### Wire density map

16 x 17 tiles, from dark blue (low) to red (high), scaled to the fullest tile. Values are wire area over tile area, all layers added.
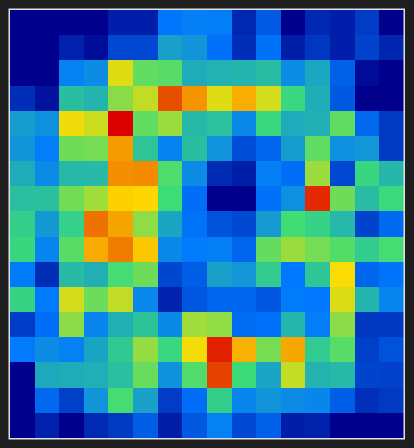
### Sizing map

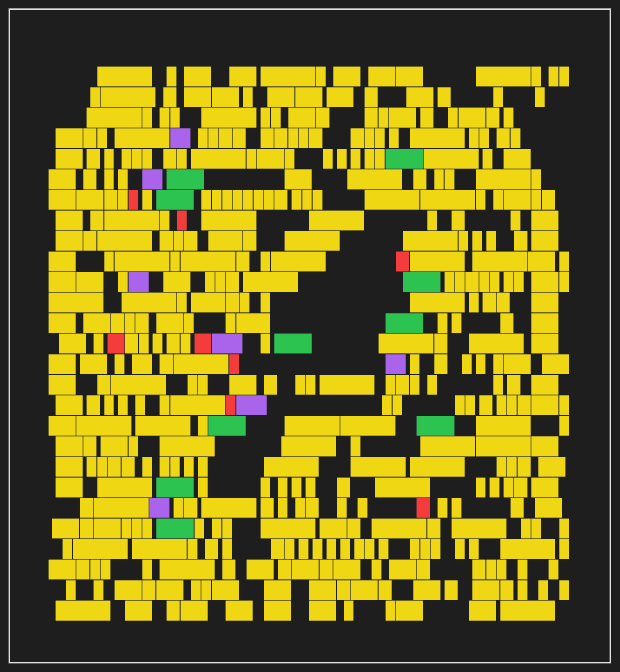
### Placed standard cells

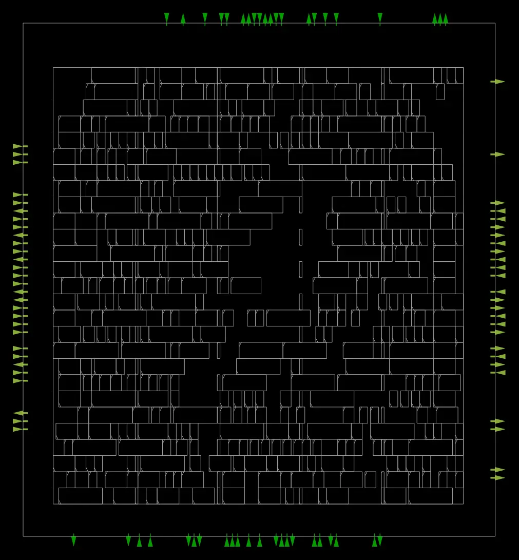
### Where the registers sit

Bar = 20 um.
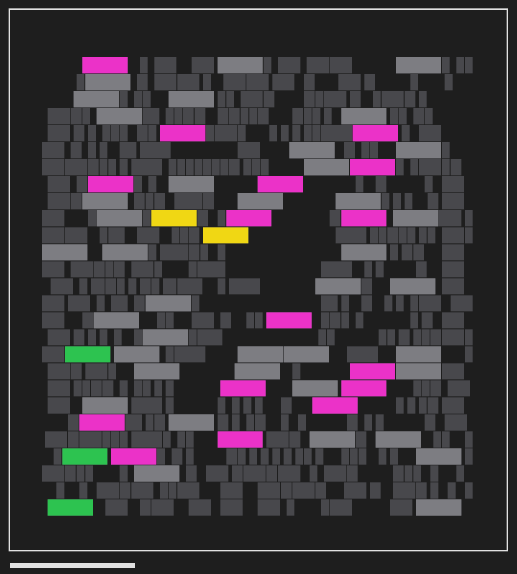
### Clock distribution

Bar = 20 um.
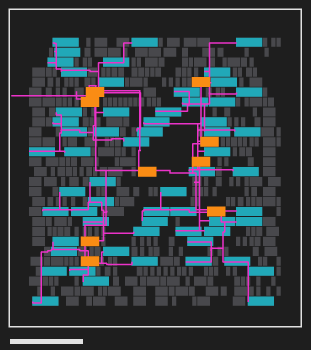
## config.mk

```make
export PLATFORM = sky130hd
export DESIGN_NAME = writeback_stage
export DESIGN_NICKNAME = d
export VERILOG_FILES = /design/src/rtl/writeback_stage.sv
export SDC_FILE = /design/constraint.sdc
export NUM_CORES = 1
export LEC_CHECK = 0
export ABC_AREA = 1
export CAP_MARGIN = 20
export CORE_ASPECT_RATIO = 1.1
export CORE_MARGIN = 5
export CORE_UTILIZATION = 49
export CTS_BUF_LIST = sky130_fd_sc_hd__clkbuf_4 sky130_fd_sc_hd__clkbuf_8
export CTS_CLUSTER_DIAMETER = 80
export DETAILED_ROUTE_END_ITERATION = 6
export GPL_ROUTABILITY_DRIVEN = 1
export MAX_ROUTING_LAYER = met4
export PLACE_DENSITY = 0.88
export REMOVE_ABC_BUFFERS = 1
export SYNTH_ARGS = -nofsm -noshare
export SYNTH_HDL_FRONTEND = slang
export SYNTH_SLANG_ARGS = --single-unit
```

## constraint.sdc

```tcl
create_clock -name clk -period 3.7 [get_ports clk]
set_input_delay 0.555 -clock clk [delete_from_list [all_inputs] [get_ports clk]]
set_output_delay 0.555 -clock clk [all_outputs]
set_load 0.005 [all_outputs]
```

## src/rtl/writeback_stage.sv

```systemverilog
// ============================================================================
// Module      : writeback_stage
// Description : MEM/WB pipeline register, register-file write-back mux and
//               HALT sequencing FSM (RUN -> DUMP -> HALTED).
//               Optional feature macro: RETIRE_CNT_EN enables the saturating
//               retired-instruction counter; otherwise retire_cnt is 0.
// Revision    : 1.0 - initial release
// ============================================================================
`default_nettype none

module writeback_stage (
  input  logic        clk,
  input  logic        rst,
  input  logic [15:0] mem_read_data,
  input  logic [15:0] alu_result,
  input  logic [15:0] pc_plus2,
  input  logic [1:0]  wb_sel,
  input  logic        reg_write,
  input  logic [2:0]  write_reg,
  input  logic        valid_in,
  input  logic        halt_in,
  input  logic        mem_stall,
  output logic [15:0] wb_data,
  output logic [2:0]  wb_reg,
  output logic        wb_en,
  output logic        createdump,
  output logic        halted,
  output logic        err,
  output logic [15:0] retire_cnt
);

  localparam logic [1:0] SEL_ALU     = 2'b00;
  localparam logic [1:0] SEL_MEM     = 2'b01;
  localparam logic [1:0] SEL_PC      = 2'b10;
  localparam logic [1:0] SEL_ILLEGAL = 2'b11;

  typedef enum logic [1:0] {
    ST_RUN    = 2'b00,
    ST_DUMP   = 2'b01,
    ST_HALTED = 2'b10
  } state_t;

  state_t      state_q;
  logic        createdump_q;
  logic        halted_q;

  logic        valid_q;
  logic        halt_q;
  logic        reg_write_q;
  logic [1:0]  wb_sel_q;
  logic [2:0]  write_reg_q;
  logic [15:0] mem_data_q;
  logic [15:0] alu_q;
  logic [15:0] pc_plus2_q;

  logic        run;

  assign run = (state_q == ST_RUN);

  // MEM/WB register: loads only while running; a stall inserts a bubble
  // by clearing valid and leaving the payload untouched.
  always_ff @(posedge clk) begin
    if (rst) begin
      valid_q     <= 1'b0;
      halt_q      <= 1'b0;
      reg_write_q <= 1'b0;
      wb_sel_q    <= 2'b00;
      write_reg_q <= 3'd0;
      mem_data_q  <= 16'h0000;
      alu_q       <= 16'h0000;
      pc_plus2_q  <= 16'h0000;
    end else if (run) begin
      if (mem_stall) begin
        valid_q <= 1'b0;
      end else begin
        valid_q     <= valid_in;
        halt_q      <= halt_in;
        reg_write_q <= reg_write;
        wb_sel_q    <= wb_sel;
        write_reg_q <= write_reg;
        mem_data_q  <= mem_read_data;
        alu_q       <= alu_result;
        pc_plus2_q  <= pc_plus2;
      end
    end
  end

  // HALT sequencing: one DUMP cycle, then HALTED until reset.
  // createdump/halted are registered alongside the state they decode.
  always_ff @(posedge clk) begin
    if (rst) begin
      state_q      <= ST_RUN;
      createdump_q <= 1'b0;
      halted_q     <= 1'b0;
    end else begin
      case (state_q)
        ST_RUN: begin
          if (valid_q && halt_q) begin
            state_q      <= ST_DUMP;
            createdump_q <= 1'b1;
            halted_q     <= 1'b0;
          end else begin
            createdump_q <= 1'b0;
            halted_q     <= 1'b0;
          end
        end
        ST_DUMP: begin
          state_q      <= ST_HALTED;
          createdump_q <= 1'b0;
          halted_q     <= 1'b1;
        end
        ST_HALTED: begin
          createdump_q <= 1'b0;
          halted_q     <= 1'b1;
        end
        default: begin
          state_q      <= ST_RUN;
          createdump_q <= 1'b0;
          halted_q     <= 1'b0;
        end
      endcase
    end
  end

  // Write-back source mux; the illegal encoding yields zero data.
  always_comb begin
    wb_data = 16'h0000;
    case (wb_sel_q)
      SEL_ALU: wb_data = alu_q;
      SEL_MEM: wb_data = mem_data_q;
      SEL_PC:  wb_data = pc_plus2_q;
      default: wb_data = 16'h0000;
    endcase
  end

  // A HALT never writes, and the illegal select both suppresses the write
  // and raises err; nothing writes or faults outside RUN.
  assign wb_en      = valid_q & reg_write_q & ~halt_q & (wb_sel_q != SEL_ILLEGAL) & run;
  assign err        = valid_q & reg_write_q & (wb_sel_q == SEL_ILLEGAL) & run;
  assign wb_reg     = write_reg_q;
  assign createdump = createdump_q;
  assign halted     = halted_q;

`ifdef RETIRE_CNT_EN
  logic [15:0] retire_cnt_q;

  // Count every valid instruction leaving the stage in RUN (HALT included),
  // saturating at all-ones.
  always_ff @(posedge clk) begin
    if (rst) begin
      retire_cnt_q <= 16'h0000;
    end else if (run && valid_q && (retire_cnt_q != 16'hFFFF)) begin
      retire_cnt_q <= retire_cnt_q + 16'h0001;
    end
  end

  assign retire_cnt = retire_cnt_q;
`else
  assign retire_cnt = 16'h0000;
`endif

endmodule

`default_nettype wire

```

==> flow_summary.json <==
{
  "post_layout_minimum_cycle_time_ns": 2.63,
  "post_synth_fa_ha_maj_area_fraction_pct": 1.45,
  "clock-sinks": 60,
  "wl_met3_um": 505,
  "non_clock_inverter_instance_count_of_the_final_layout": 11,
  "place_area_um2": 3290,
  "antenna_found_initial": 0,
  "clk_pin_slew_ns": 0.06,
  "wl_per_cell_um": 12.6,
  "fp.dieArea_um2": 6860,
  "slowest_delay_ns": 0.64,
  "detailroute.wirelength.met2_mm": 3.00,
  "cts.hold.buffers_added": 0,
  "synth.distinct_cells": 22,
  "drive_above_1_share_pct": 5.69,
  "maxSlewHeadroom_pct": 37.0,
  "floorplan.rows": 27,
  "timing.hold.worst_endpoint": "pc_plus2_q[11]",
  "count_of_clock_buffers_in_the_final_design": 14,
  "leakage_nw": 1.46,
  "dr.pass1.iters": 5,
  "route.vias.total": 2454,
  "overflow": 0,
  "grt.met3_usage_pct": 4.68,
  "synthCells": 363,
  "ys_area_um2": 2600,
  "grt_pass1_vias": 2412,
  "numPlacedInstances": 481,
  "post-place-ws_ns": 1.39,
  "clock-root-buffer": "sky130_fd_sc_hd__clkbuf_8",
  "crit_path_end_kind": "output port",
  "num_antenna_cells": 0,
  "tap_cells": 58,
  "critPathLaunch": "wb_sel_q[1]",
  "cp-endpoint": "wb_data[1]",
  "logic_area_um2": 1160,
  "run_status": "complete, no violations",
  "synth.mux.area_fraction_pct": 0,
  "globalRouteMet2Util_pct": 33.2,
  "avgViaCountPerCell": 4.94,
  "num-multi-input-gates": 270,
  "drt_iter0_markers": 163,
  "data_path_buffer_share_of_cell_area_in_the_final_layout_pct": 23.6,
  "yosysCellCount": 363,
  "final_common_cell": "sky130_fd_sc_hd__nor2_1",
  "layout.cells.largest_class": "registers",
  "hp-class": "reg2reg",
  "ctsLongestPathBuffers": 2,
  "setup-violations-final": 0,
  "die_height_um": 86.3,
  "reg2reg_to": "valid_q"
}
Notes on 'Wire density map' above:
The mean over all tiles is 0.15. 8.1% of the tiles are nearly empty. 25% of the tiles are over half the peak. The fullest tile reaches 0.43.

Notes on 'Sizing map' above:
Key: red = drive 2 [cells 8]; green = drive 6 and up [cells 10]; yellow = drive 1 or less [cells 414]; purple = drive 3 to 4 [cells 7]
number of non-clock buffers: 82
final cell area excluding filler cells: 3470 um2

Notes on 'Placed standard cells' above:
Std-Cell Core Area: 5070 um2
Flops: 60

Notes on 'Where the registers sit' above:
Key: magenta = `alu_q` [placed flops 16]; yellow = `state_q` [placed flops 2]; green = `wb_reg` [placed flops 3]
seq pwr: 0.886 mW
sequential cell area share: 34.6%
area taken by flip-flops and latches: 1200 um2
utilization after layout: 68.5%

Notes on 'Clock distribution' above:
Key: magenta = clock wires [length 705 um]; orange = cells driving clock nets [count 9]; cyan = flip-flops [count 60]
There are 10 routed clock nets.
relative contribution of the clock network to total power: 23.4%
later-pin clock latency in the skew report: 0.32 ns
setup skew after layout: 0.00450 ns
power drawn by the clock network: 0.518 mW

[synth_stat cells, drive strengths merged]
library cell / count / share of area [%]
nor2: 116 / 17
dfxtp: 60 / 46
nand2: 56 / 8.2
o21ai: 56 / 11
buf: 31 / 8.6
nand3: 18 / 3.5
inv: 11 / 1.6
clkbuf: 6 / 0.96
a21oi: 3 / 0.58
ha: 3 / 1.4
conb: 1 / 0.14
nor3: 1 / 0.19
nor3b: 1 / 0.29
[worst max-delay path, delay by kind of cell (launching register included)]
kind	cells	cell delay (ns)
DFF	1	0.37
buffers and inverters	1	0.50
and+or+nand+nor	3	0.88
[power breakdown]
part	leakage [nW]	internal, mW	total [mW]	switching [mW]
logic	0.863	0.354	0.804	0.451
registers	0.497	0.803	0.886	0.0835
clock network	0.0981	0.289	0.518	0.228
total	1.46	1.45	2.21	0.762
Power is estimated from default activity; no workload was simulated.
